Figure 1. The metal 1 layer.
Supply wires on this layer in grey.
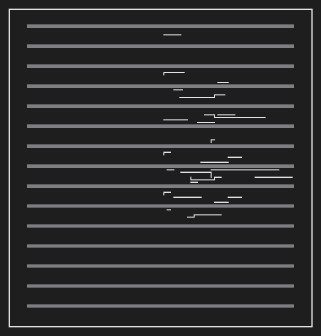
Figure 2. Routed metal per tile.
The bar under the picture is 10 microns long. 8 x 9 tiles, from dark purple (low) to yellow (high), scaled to the fullest tile. Values are wire area over tile area, all layers added.
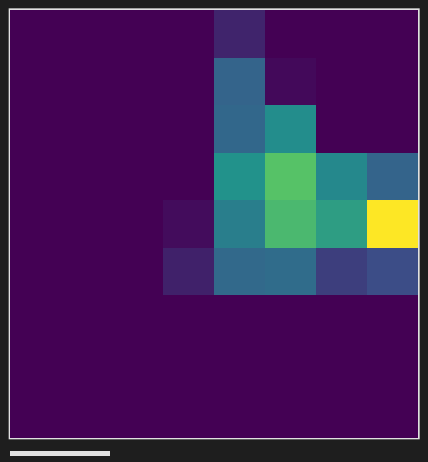
Figure 3. Met2 routing.
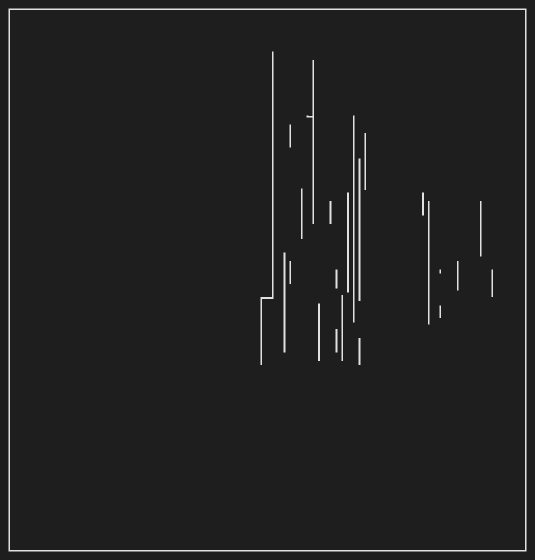
Figure 4. Cell classes on the final placement.
The bar under the picture is 10 microns long.
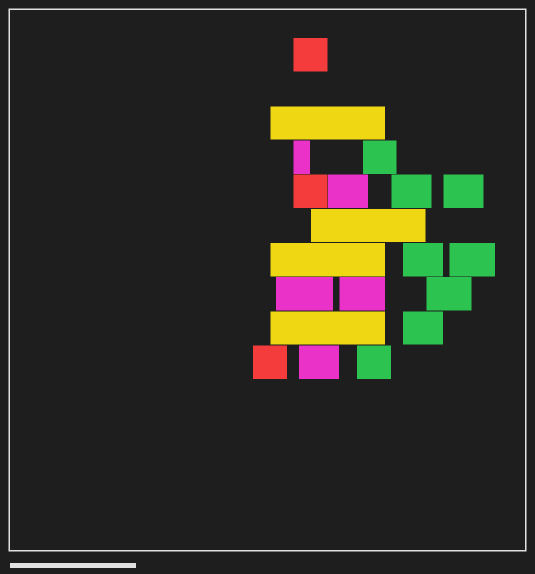
## src/rtl/counter_4_bit.sv

```systemverilog
// Free-running binary up-counter with asynchronous active-low reset.
// Wraps modulo 2**CNT_WIDTH; no enable, load, direction or terminal-count output.
module counter_4_bit #(
   parameter int unsigned CNT_WIDTH = 4
) (
   input  logic                 clk,
   input  logic                 reset_n,
   output logic [CNT_WIDTH-1:0] cnt
);

   logic [CNT_WIDTH-1:0] cnt_d;
   logic [CNT_WIDTH-1:0] cnt_q;

   // Next count: increment, natural wrap from all-ones back to zero
   always_comb begin
      cnt_d = cnt_q + CNT_WIDTH'(1);
   end

   // Count register; reset clears it immediately, independent of clk
   always_ff @(posedge clk or negedge reset_n) begin
      if (!reset_n) begin
         cnt_q <= '0;
      end else begin
         cnt_q <= cnt_d;
      end
   end

   // Output comes straight from the flops
   assign cnt = cnt_q;

endmodule

```

## config.mk

```make
export PLATFORM = sky130hd
export DESIGN_NAME = counter_4_bit
export DESIGN_NICKNAME = d
export VERILOG_FILES = /design/src/rtl/counter_4_bit.sv
export SDC_FILE = /design/constraint.sdc
export NUM_CORES = 1
export LEC_CHECK = 0
export CORE_AREA = 2 2 39 41
export CTS_BUF_LIST = sky130_fd_sc_hd__clkbuf_4 sky130_fd_sc_hd__clkbuf_8
export CTS_CLUSTER_SIZE = 16
export DETAILED_ROUTE_END_ITERATION = 8
export DIE_AREA = 0 0 41 43
export GPL_ROUTABILITY_DRIVEN = 0
export PLACE_DENSITY = 0.34
export SYNTH_ARGS = -nofsm -noshare
export SYNTH_HDL_FRONTEND = slang
export SYNTH_SLANG_ARGS = --single-unit
```

## constraint.sdc

```tcl
create_clock -name clk -period 1.4 [get_ports clk]
set_clock_uncertainty 0.2 [all_clocks]
set_input_delay 0.14 -clock clk [delete_from_list [all_inputs] [get_ports clk]]
set_output_delay 0.14 -clock clk [all_outputs]
set_load 0.02 [all_outputs]
```

==> GITHUB_STEP_SUMMARY <==
## Synthesis and layout report

| Metric | Value |
|---|---|
| Hold Path Depth | `1` |
| Critical Path End Type | `primary output` |
| Max Clock Freq | `0.7765 GHz` |
| Number of cells in Yosys stat | `9` |
| Overall power consumption | `between 0.0002 and 0.0003 W` |
| Total of buffers placed on input and output ports | `5` |
| Post-detailed-route count of antenna-violating nets | `0` |
| CTS max path bufs | `2` |
| Total routing resource utilization after global routing | `~4.5%` |
| Chip area from the yosys synthesis statistics | `roughly 140 sq um` |
| Clock root buffer | `sky130_fd_sc_hd__clkbuf_4` |
| Routed WL per cell | `7.056 microns` |
| Cell area after synthesis | `between 100 and 150 sq um` |
| Inst Count DP | `32` |
| Syn Nets | `12` |
| Net count of the finished layout | `25` |
| Height of the die | `around 43 microns` |
| # clock sinks | `4` |
| CP startpoint kind | `register` |
| Leakage | `0.1395 nW` |
| Non-filler instance count after layout | `36` |
| Maximum capacitance violations | `0` |
| Via count of the first global-routing pass | `104` |
| Post-CTS setup-driven buffer insertion count | `0` |
| Synthesized area per cell | `15.99 sq um` |
| Chip area | `1763 sq um` |
| Worst-margin pin slew | `0.2153 ns` |
| RSZ-0062 raised after global routing | `false` |
| Period utilization | `91.98%` |
| Chip width | `41 microns` |
| DRC violations left | `0` |
| Sum Neg Setup Slack | `0 ns` |
| Placed inst area | `229.0 sq um` |
| Count of TritonRoute iterations in the first routing pass | `2` |
| Tool warnings | `26` |
| Pre-placement core utilization | `10.40%` |
| Synth Instances | `9` |
| Global-route wire length before repair | `420 microns` |
| Cells on worst reg2reg path | `3` |
| Antenna cells | `0` |
| Initial DRC count | `2` |
| Number of buffers created by CTS | `3` |
| Result of the run | `finished clean` |
| Overall overflow remaining after global route | `0` |
| Critical path class | `reg2out` |
| Final Hold Vio Count | `0` |
| Power per Cell Area | `1019 nW/um^2` |
| Count of pins on the block boundary | `6` |
| Count of different cell masters after synthesis | `6` |
| Setup slack of the most critical reg-to-reg path | `0.24 ns` |
| Path class of the lowest-slack min-delay path | `reg2reg` |
| Worst path required time | `1.06 ns` |
| Clock-pin slew of the registers on the worst-case setup and hold paths | `approximately 0.04 ns` |
| Fillcell total | `150` |
| Largest net degree at the start of global routing | `5` |
| Worst voltage drop across the vdd grid | `0.1612 mV` |
| Cell chain of the critical path | `dlygate4sd2_1` |
| Syn-to-layout area delta | `78.26%` |
| Worst setup path start | `cnt[1]` |
| Arrival time reported for the critical path endpoint | `0.95 ns` |
| Number of antenna violations at the first check in global routing | `0` |
| Headroom to the max-slew limit | `85.70%` |
| CP max-delay cell | `sky130_fd_sc_hd__dfrtp_1` |
| Post-synth seq share | `69.57%` |
| Vias per Instance | `2.917` |
| CTS tree | `done` |
| Post-route cell area | `256.5 sq um` |
| Floorplan row count | `14` |
| Number of flip-flops under the largest register name | `4` |
| Clock network latency to the later pin of the worst-skew pair | `0.23 ns` |
| Endpoint of the worst hold-timing path | `cnt[3]` |
| Yosys warns | `0` |
| Number of max-slew violations in the final report | `0` |
About Figure 1:
share of all routed wire: 31%
wire length on this layer: 78.2 microns
main direction: horizontal
longest straight run: 9.20 microns
nets with wire on the layer: 16
global routing usage on met1: 2.894%
total length of routed wires: 254 microns
vias after detailed routing: 105

About Figure 2:
tiles over half the peak: 6.9%
fullest tile: 0.26
mean over tiles: 0.025
nearly empty tiles: 74%
densest ninth of the die: middle right

About Figure 3:
share of all routed wire: 52%
nets with wire on the layer: 23
longest straight run: 19.6 microns

About Figure 4:
[yellow] registers | cells: 4 | share of their area: 42%
[magenta] remaining logic cells | cells: 5 | share of their area: 19%
[green] remaining buffers and delay cells | cells: 8 | share of their area: 30%
[red] clock-net drivers | cells: 3 | share of their area: 9.5%
final standard cell utilization of the core: 18.54%
area of the placeable core: 1384 sq um

## synthesized netlist by cell type
master                    number  area (sq um)
sky130_fd_sc_hd__dfrtp_1       4         100.1
sky130_fd_sc_hd__ha_1          1         12.51
sky130_fd_sc_hd__inv_1         1         3.750
sky130_fd_sc_hd__nand3_2       1         10.01
sky130_fd_sc_hd__xnor2_1       1         8.760
sky130_fd_sc_hd__xor2_1        1         8.760
## where the power goes
part / leakage (nW) / internal (W) / switching [W] / total [W]
sequential: 0.0518 / 0.000116 / 0 / 0.000116
combinational: 0.0739 / 0.00000429 / 0.00000254 / 0.00000683
clock: 0.0138 / 0.0000956 / 0.0000427 / 0.000138
total: 0.140 / 0.000216 / 0.0000453 / 0.000261
## metrics by stage
step | hold WS (ns) | worst slack (ns) | util, %
final | 0.2614 | 0.1122 | 18.54
after global routing | 0.3132 | 0.06586 | 18.54
after CTS | 0.2679 | 0.09850 | 18.54
after detailed placement | 0.1576 | 0.08415 | 16.55
after global placement | 0.1616 | 0.08702 | 16.55
after floorplan | -0.3556 | 0.2367 | -
## logic make-up after synthesis
logic type / synth area share (%)
XOR/XNOR: 12.18
flip-flops: 69.57
buffers and inverters: 2.606
adder cells (fa/ha/maj): 8.694
AND/OR/NAND/NOR: 6.957
## how the worst max path moves through the flow
stage	cells past startpoint	slack, ns	endpoint
floorplan	2	0.24	cnt[2]
global placement	1	0.09	cnt[1]
detailed placement	1	0.08	cnt[1]
CTS	1	0.1	cnt[1]
global route	1	0.07	cnt[1]
finish	1	0.11	cnt[1]
## layout by cell type (no fill, tap or decap)
cell,Yosys,routed
sky130_fd_sc_hd__dlygate4sd2_1,0,4
sky130_fd_sc_hd__xnor2_1,1,1
sky130_fd_sc_hd__nand3_2,1,1
sky130_fd_sc_hd__inv_1,1,1
sky130_fd_sc_hd__clkdlybuf4s50_1,0,1
sky130_fd_sc_hd__xor2_1,1,1
sky130_fd_sc_hd__clkbuf_4,0,3
sky130_fd_sc_hd__ha_1,1,1
sky130_fd_sc_hd__buf_4,0,2
sky130_fd_sc_hd__dlygate4sd3_1,0,1
sky130_fd_sc_hd__dfrtp_1,4,4
## metal layers
layer	GRT usage, %	share of wire (%)	vias to the layer above
li1	-	-	52
met1	2.894	31	47
met2	5.625	52	6
met3	3.141	18	0
met4	8.000	0	0
met5	0	0	-
## layout make-up
type / count / area, sq um / share of cell area, %
Clock buffer: 3 / 22.52 / 8.780
Inverter: 1 / 3.754 / 1.463
Multi-Input combinational cell: 4 / 40.04 / 15.61
Sequential cell: 4 / 100.1 / 39.02
Tap cell: 16 / 20.02 / 7.805
Timing Repair Buffer: 8 / 70.07 / 27.32
## timing repair
action / CTS / global route
hold buffers: 1 / 0
gates resized: 4 / 0
hold endpoints to repair: 4 / 0
endpoints found under the setup margin: 4 / 0
Power figures rest on the tool's default switching activity, not on a simulated workload.
